===== src/rtl/button_pulser_pkg.sv =====
// rtl/button_pulser_pkg.sv - shared FSM encoding, default timing and sizing helpers for button_pulser
package button_pulser_pkg;

  typedef enum logic [1:0] {
    ST_IDLE   = 2'd0,
    ST_DELAY  = 2'd1,
    ST_REPEAT = 2'd2,
    ST_LOCKED = 2'd3
  } chan_state_e;

  // 10 ms debounce, 0.5 s initial repeat delay, 0.1 s repeat period at 50 MHz
  localparam int unsigned DEF_DEBOUNCE_CYCLES = 500000;
  localparam int unsigned DEF_REPEAT_DELAY    = 25000000;
  localparam int unsigned DEF_REPEAT_PERIOD   = 5000000;

  function automatic int unsigned max_u(input int unsigned a, input int unsigned b);
    return (a > b) ? a : b;
  endfunction

  // One spare bit above $clog2 so the terminal count always fits without wrapping
  function automatic int unsigned cnt_width(input int unsigned max_count);
    return $clog2(max_count) + 1;
  endfunction

endpackage


===== src/rtl/button_pulser_if.sv =====
// rtl/button_pulser_if.sv - per-button link between the top-level arbiter and one button_channel
interface button_pulser_if;
  logic btn_n;
  logic pressed;
  logic fire;
  logic lock;

  modport master (
    output btn_n,
    output lock,
    input  pressed,
    input  fire
  );

  modport slave (
    input  btn_n,
    input  lock,
    output pressed,
    output fire
  );
endinterface


===== src/rtl/button_channel.sv =====
// rtl/button_channel.sv - synchronizer, debouncer and IDLE/DELAY/REPEAT/LOCKED FSM for one button
module button_channel
  import button_pulser_pkg::*;
#(
  parameter int unsigned DEBOUNCE_CYCLES = DEF_DEBOUNCE_CYCLES,
  parameter int unsigned REPEAT_DELAY    = DEF_REPEAT_DELAY,
  parameter int unsigned REPEAT_PERIOD   = DEF_REPEAT_PERIOD
) (
  input logic            clk,
  input logic            rst,
  button_pulser_if.slave ch
);

  localparam int unsigned DB_W = cnt_width(DEBOUNCE_CYCLES);
  localparam int unsigned TM_W = cnt_width(max_u(REPEAT_DELAY, REPEAT_PERIOD));

  localparam logic [DB_W-1:0] DB_LAST = DB_W'(DEBOUNCE_CYCLES - 1);
  localparam logic [TM_W-1:0] RD_LAST = TM_W'(REPEAT_DELAY - 1);
  localparam logic [TM_W-1:0] RP_LAST = TM_W'(REPEAT_PERIOD - 1);

  logic            sync1_q, sync1_d;
  logic            sync2_q, sync2_d;
  logic            pressed_q, pressed_d;
  logic [DB_W-1:0] db_cnt_q, db_cnt_d;
  logic [TM_W-1:0] timer_q, timer_d;
  chan_state_e     state_q, state_d;
  logic            fire;
  logic            sync_pressed;

  always_comb begin
    sync1_d = ch.btn_n;
    sync2_d = sync1_q;
  end

  assign sync_pressed = ~sync2_q;

  // Counter only runs while the synchronized input disagrees with the accepted level
  always_comb begin
    pressed_d = pressed_q;
    db_cnt_d  = '0;
    if (sync_pressed != pressed_q) begin
      if (db_cnt_q == DB_LAST) begin
        pressed_d = ~pressed_q;
      end else begin
        db_cnt_d = db_cnt_q + DB_W'(1);
      end
    end
  end

  always_comb begin
    state_d = state_q;
    timer_d = timer_q;
    fire    = 1'b0;
    if (ch.lock) begin
      state_d = ST_LOCKED;
      timer_d = '0;
    end else begin
      unique case (state_q)
        ST_IDLE: begin
          timer_d = '0;
          if (pressed_q) begin
            state_d = ST_DELAY;
            fire    = 1'b1;
          end
        end
        ST_DELAY: begin
          if (!pressed_q) begin
            state_d = ST_IDLE;
            timer_d = '0;
          end else if (timer_q == RD_LAST) begin
            state_d = ST_REPEAT;
            timer_d = '0;
            fire    = 1'b1;
          end else begin
            timer_d = timer_q + TM_W'(1);
          end
        end
        ST_REPEAT: begin
          if (!pressed_q) begin
            state_d = ST_IDLE;
            timer_d = '0;
          end else if (timer_q == RP_LAST) begin
            timer_d = '0;
            fire    = 1'b1;
          end else begin
            timer_d = timer_q + TM_W'(1);
          end
        end
        ST_LOCKED: begin
          timer_d = '0;
          if (!pressed_q) begin
            state_d = ST_IDLE;
          end
        end
        default: begin
          state_d = ST_IDLE;
          timer_d = '0;
        end
      endcase
    end
  end

  always_ff @(posedge clk) begin
    if (rst) begin
      sync1_q   <= 1'b1;
      sync2_q   <= 1'b1;
      pressed_q <= 1'b0;
      db_cnt_q  <= '0;
      timer_q   <= '0;
      state_q   <= ST_IDLE;
    end else begin
      sync1_q   <= sync1_d;
      sync2_q   <= sync2_d;
      pressed_q <= pressed_d;
      db_cnt_q  <= db_cnt_d;
      timer_q   <= timer_d;
      state_q   <= state_d;
    end
  end

  assign ch.pressed = pressed_q;
  assign ch.fire    = fire;

endmodule


===== src/rtl/button_pulser.sv =====
// rtl/button_pulser.sv - two debounced auto-repeat buttons with mutual lockout and active-low strobes
module button_pulser
  import button_pulser_pkg::*;
#(
  parameter int unsigned DEBOUNCE_CYCLES = DEF_DEBOUNCE_CYCLES,
  parameter int unsigned REPEAT_DELAY    = DEF_REPEAT_DELAY,
  parameter int unsigned REPEAT_PERIOD   = DEF_REPEAT_PERIOD
) (
  input  logic clk,
  input  logic rst,
  input  logic btn_up_n,
  input  logic btn_dn_n,
  output logic sum,
  output logic rest
);

  button_pulser_if up_ch ();
  button_pulser_if dn_ch ();

  logic lock_both;
  logic sum_q, sum_d;
  logic rest_q, rest_d;

  assign up_ch.btn_n = btn_up_n;
  assign dn_ch.btn_n = btn_dn_n;

  // Lock uses the registered debounced levels, so it never loops back through fire
  assign lock_both   = up_ch.pressed & dn_ch.pressed;
  assign up_ch.lock  = lock_both;
  assign dn_ch.lock  = lock_both;

  button_channel #(
    .DEBOUNCE_CYCLES (DEBOUNCE_CYCLES),
    .REPEAT_DELAY    (REPEAT_DELAY),
    .REPEAT_PERIOD   (REPEAT_PERIOD)
  ) u_up (
    .clk (clk),
    .rst (rst),
    .ch  (up_ch)
  );

  button_channel #(
    .DEBOUNCE_CYCLES (DEBOUNCE_CYCLES),
    .REPEAT_DELAY    (REPEAT_DELAY),
    .REPEAT_PERIOD   (REPEAT_PERIOD)
  ) u_dn (
    .clk (clk),
    .rst (rst),
    .ch  (dn_ch)
  );

  always_comb begin
    sum_d  = ~(up_ch.fire & ~dn_ch.fire);
    rest_d = ~(dn_ch.fire & ~up_ch.fire);
  end

  always_ff @(posedge clk) begin
    if (rst) begin
      sum_q  <= 1'b1;
      rest_q <= 1'b1;
    end else begin
      sum_q  <= sum_d;
      rest_q <= rest_d;
    end
  end

  assign sum  = sum_q;
  assign rest = rest_q;

endmodule


===== config.mk =====
export PLATFORM = sky130hd
export DESIGN_NAME = button_pulser
export DESIGN_NICKNAME = d
export VERILOG_FILES = /design/src/rtl/button_pulser_pkg.sv /design/src/rtl/button_pulser_if.sv /design/src/rtl/button_channel.sv /design/src/rtl/button_pulser.sv
export SDC_FILE = /design/constraint.sdc
export NUM_CORES = 1
export LEC_CHECK = 0
export ABC_AREA = 1
export CAP_MARGIN = 20
export CORE_MARGIN = 3
export CORE_UTILIZATION = 55
export CTS_BUF_LIST = sky130_fd_sc_hd__clkbuf_16
export CTS_CLUSTER_DIAMETER = 60
export DETAILED_ROUTE_END_ITERATION = 10
export GPL_ROUTABILITY_DRIVEN = 0
export PLACE_DENSITY = 0.77
export REMOVE_ABC_BUFFERS = 1
export SLEW_MARGIN = 20
export SYNTH_ARGS = -nofsm -noshare
export SYNTH_HDL_FRONTEND = slang
export SYNTH_SLANG_ARGS = --single-unit

===== constraint.sdc =====
create_clock -name clk -period 2.65 [get_ports clk]
set_input_delay 0.265 -clock clk [delete_from_list [all_inputs] [get_ports clk]]
set_output_delay 0.265 -clock clk [all_outputs]
set_load 0.05 [all_outputs]

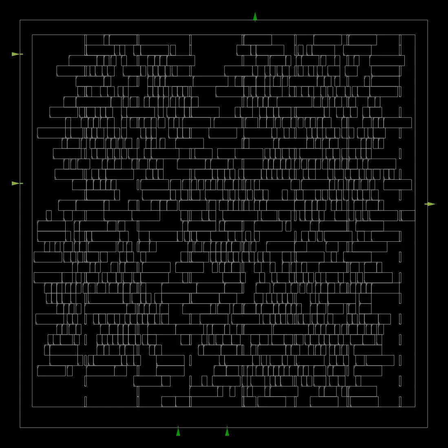
final_placement.png
final non-filler cell total: 964
Fill cells: 910
tap cells: 133

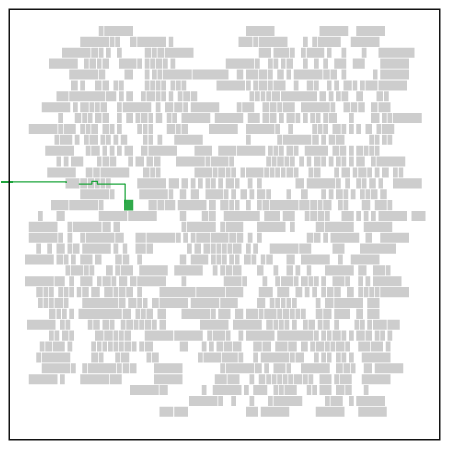
port_nets.png
(4 px per um)
legend:
  green:
    port: btn_up_n
    bits: 1
    direction: input
    end_cells: 1
    buffers: 1
    wire: 31.4 um

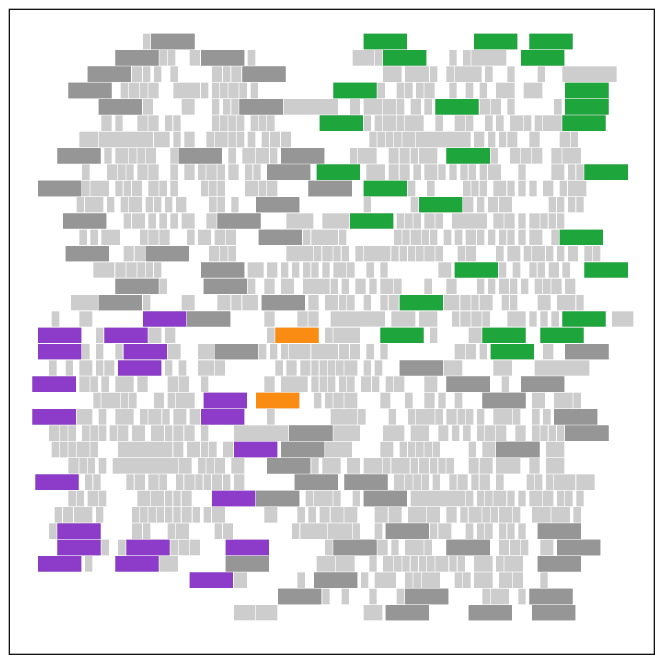
registers.png
(6 px per um) Other sequential cells in the stronger grey, the rest of the logic in the fainter grey.
legend:
  green:
    signal: u_dn.timer_q
    flops: 26
  orange:
    signal: u_up.state_q
    flops: 2
  purple:
    signal: u_dn.db_cnt_q
    flops: 20

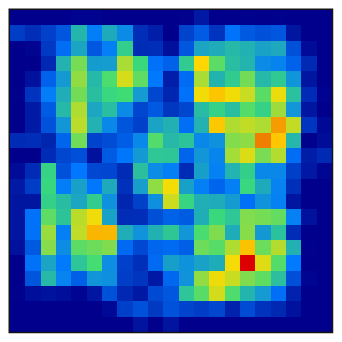
wire_density.png
(3 px per um) 21 x 21 tiles, from dark blue (low) to red (high), scaled to the fullest tile. Values are wire area over tile area, all layers added.
tiles over half the peak: 18%
nearly empty tiles: 20%
mean over tiles: 0.16
fullest tile: 0.62

==> results_slide.txt <==
Flow Results at a Glance

Logic synthesis
  – Cell area after synthesis: 5639 um2
  – Comb area leader: simple AND/OR/NAND/NOR gates
  – Mux frac, synth: 0
  – Dominant flop cell: dfxtp_1
  – Post-Syn Area per Cell: 6.869 um2
  – Syn Inst Count: 821
  – And+or+nand+nor area frac: 0.3858
  – Distinct lib cells: 34
  – Yosys synthesis chip area: 5639 um2
  – Async SR Flop Fraction: 0

Place
  – DP HPWL: 8.758 mm
  – Port buffer count: 5

Critical path
  – Crit-path cells: ha_1 -> nand2_2 -> nor2_4 -> nand2_2 -> nor3_2 -> nand2_1 -> nand3_2 -> nor2_1
  – Critical Path Start: u_up.timer_q[0]$_SDFF_PP0_
  – Critical Path Fanout Max: 26
  – Reg2reg setup slack: 0.73 ns

Detailed routing
  – WL final: 11.71 mm
  – DR WL/cell: 12.14 um
  – Final ANT Viol Nets: 0
  – DRC viols: 0

Final timing
  – Final Setup Violations: 0
  – Clock skew: 0.007469 ns
  – Final Hold Fails: 0
  – Highest Clock Rate: 521.9 MHz
  – Setup TNS: 0 ns
  – Hold slack: 0.4138 ns

Run
  – Tally of OpenROAD warnings: 35

Cells and area
  – Largest registers: u_dn.timer_q (26), u_up.timer_q (26)
  – Most frequent cells in the layout: 148 x nand2_1, 146 x nor2_1, 116 x inv_1
  – Logic area: 3022 um2
  – Final instance area: 6077 um2
  – Share of layout cells above drive strength 1: 0.06619

CTS
  – Clk slew on worst S/H paths: 0.07 ns
  – H-tree depth: 3

Die
  – Chip width: 107.3 um

Global routing
  – Vias in the first global route: 4848

Run status
  – Status: finished clean

Pwr
  – VDD IR max: 0.3896 mV
  – Lkg Pwr: 2.139 nW
  – Pwr dens: 487.0 nW/um2
-- layout make-up --
cell class                 instances  share of cell area
inverter                         119             0.07350
sequential                       104              0.3426
tap                              133             0.02738
clock inverter                     7             0.01153
multi-input combinational        585              0.4972
clock buffer                       9             0.03706
timing repair buffer               7             0.01071
-- per-layer routing --
| layer | global-route usage | part of all wire | wire, um | vias up |
|---|---|---|---|---|
| met5 | 0 | 0 | 0 | - |
| met4 | 0.07123 | 0.013 | 148 | 0 |
| met3 | 0.06419 | 0.051 | 593 | 15 |
| met2 | 0.3651 | 0.48 | 5663 | 129 |
| met1 | 0.2703 | 0.45 | 5300 | 2350 |
| li1 | - | - | - | 2628 |
-- where the power goes --
group / switching [mW] / internal, mW
Combinational: 0.0382 / 0.0240
Clock: 0.591 / 0.732
Sequential: 0.00566 / 1.57
Power and IR drop assume default switching activity.
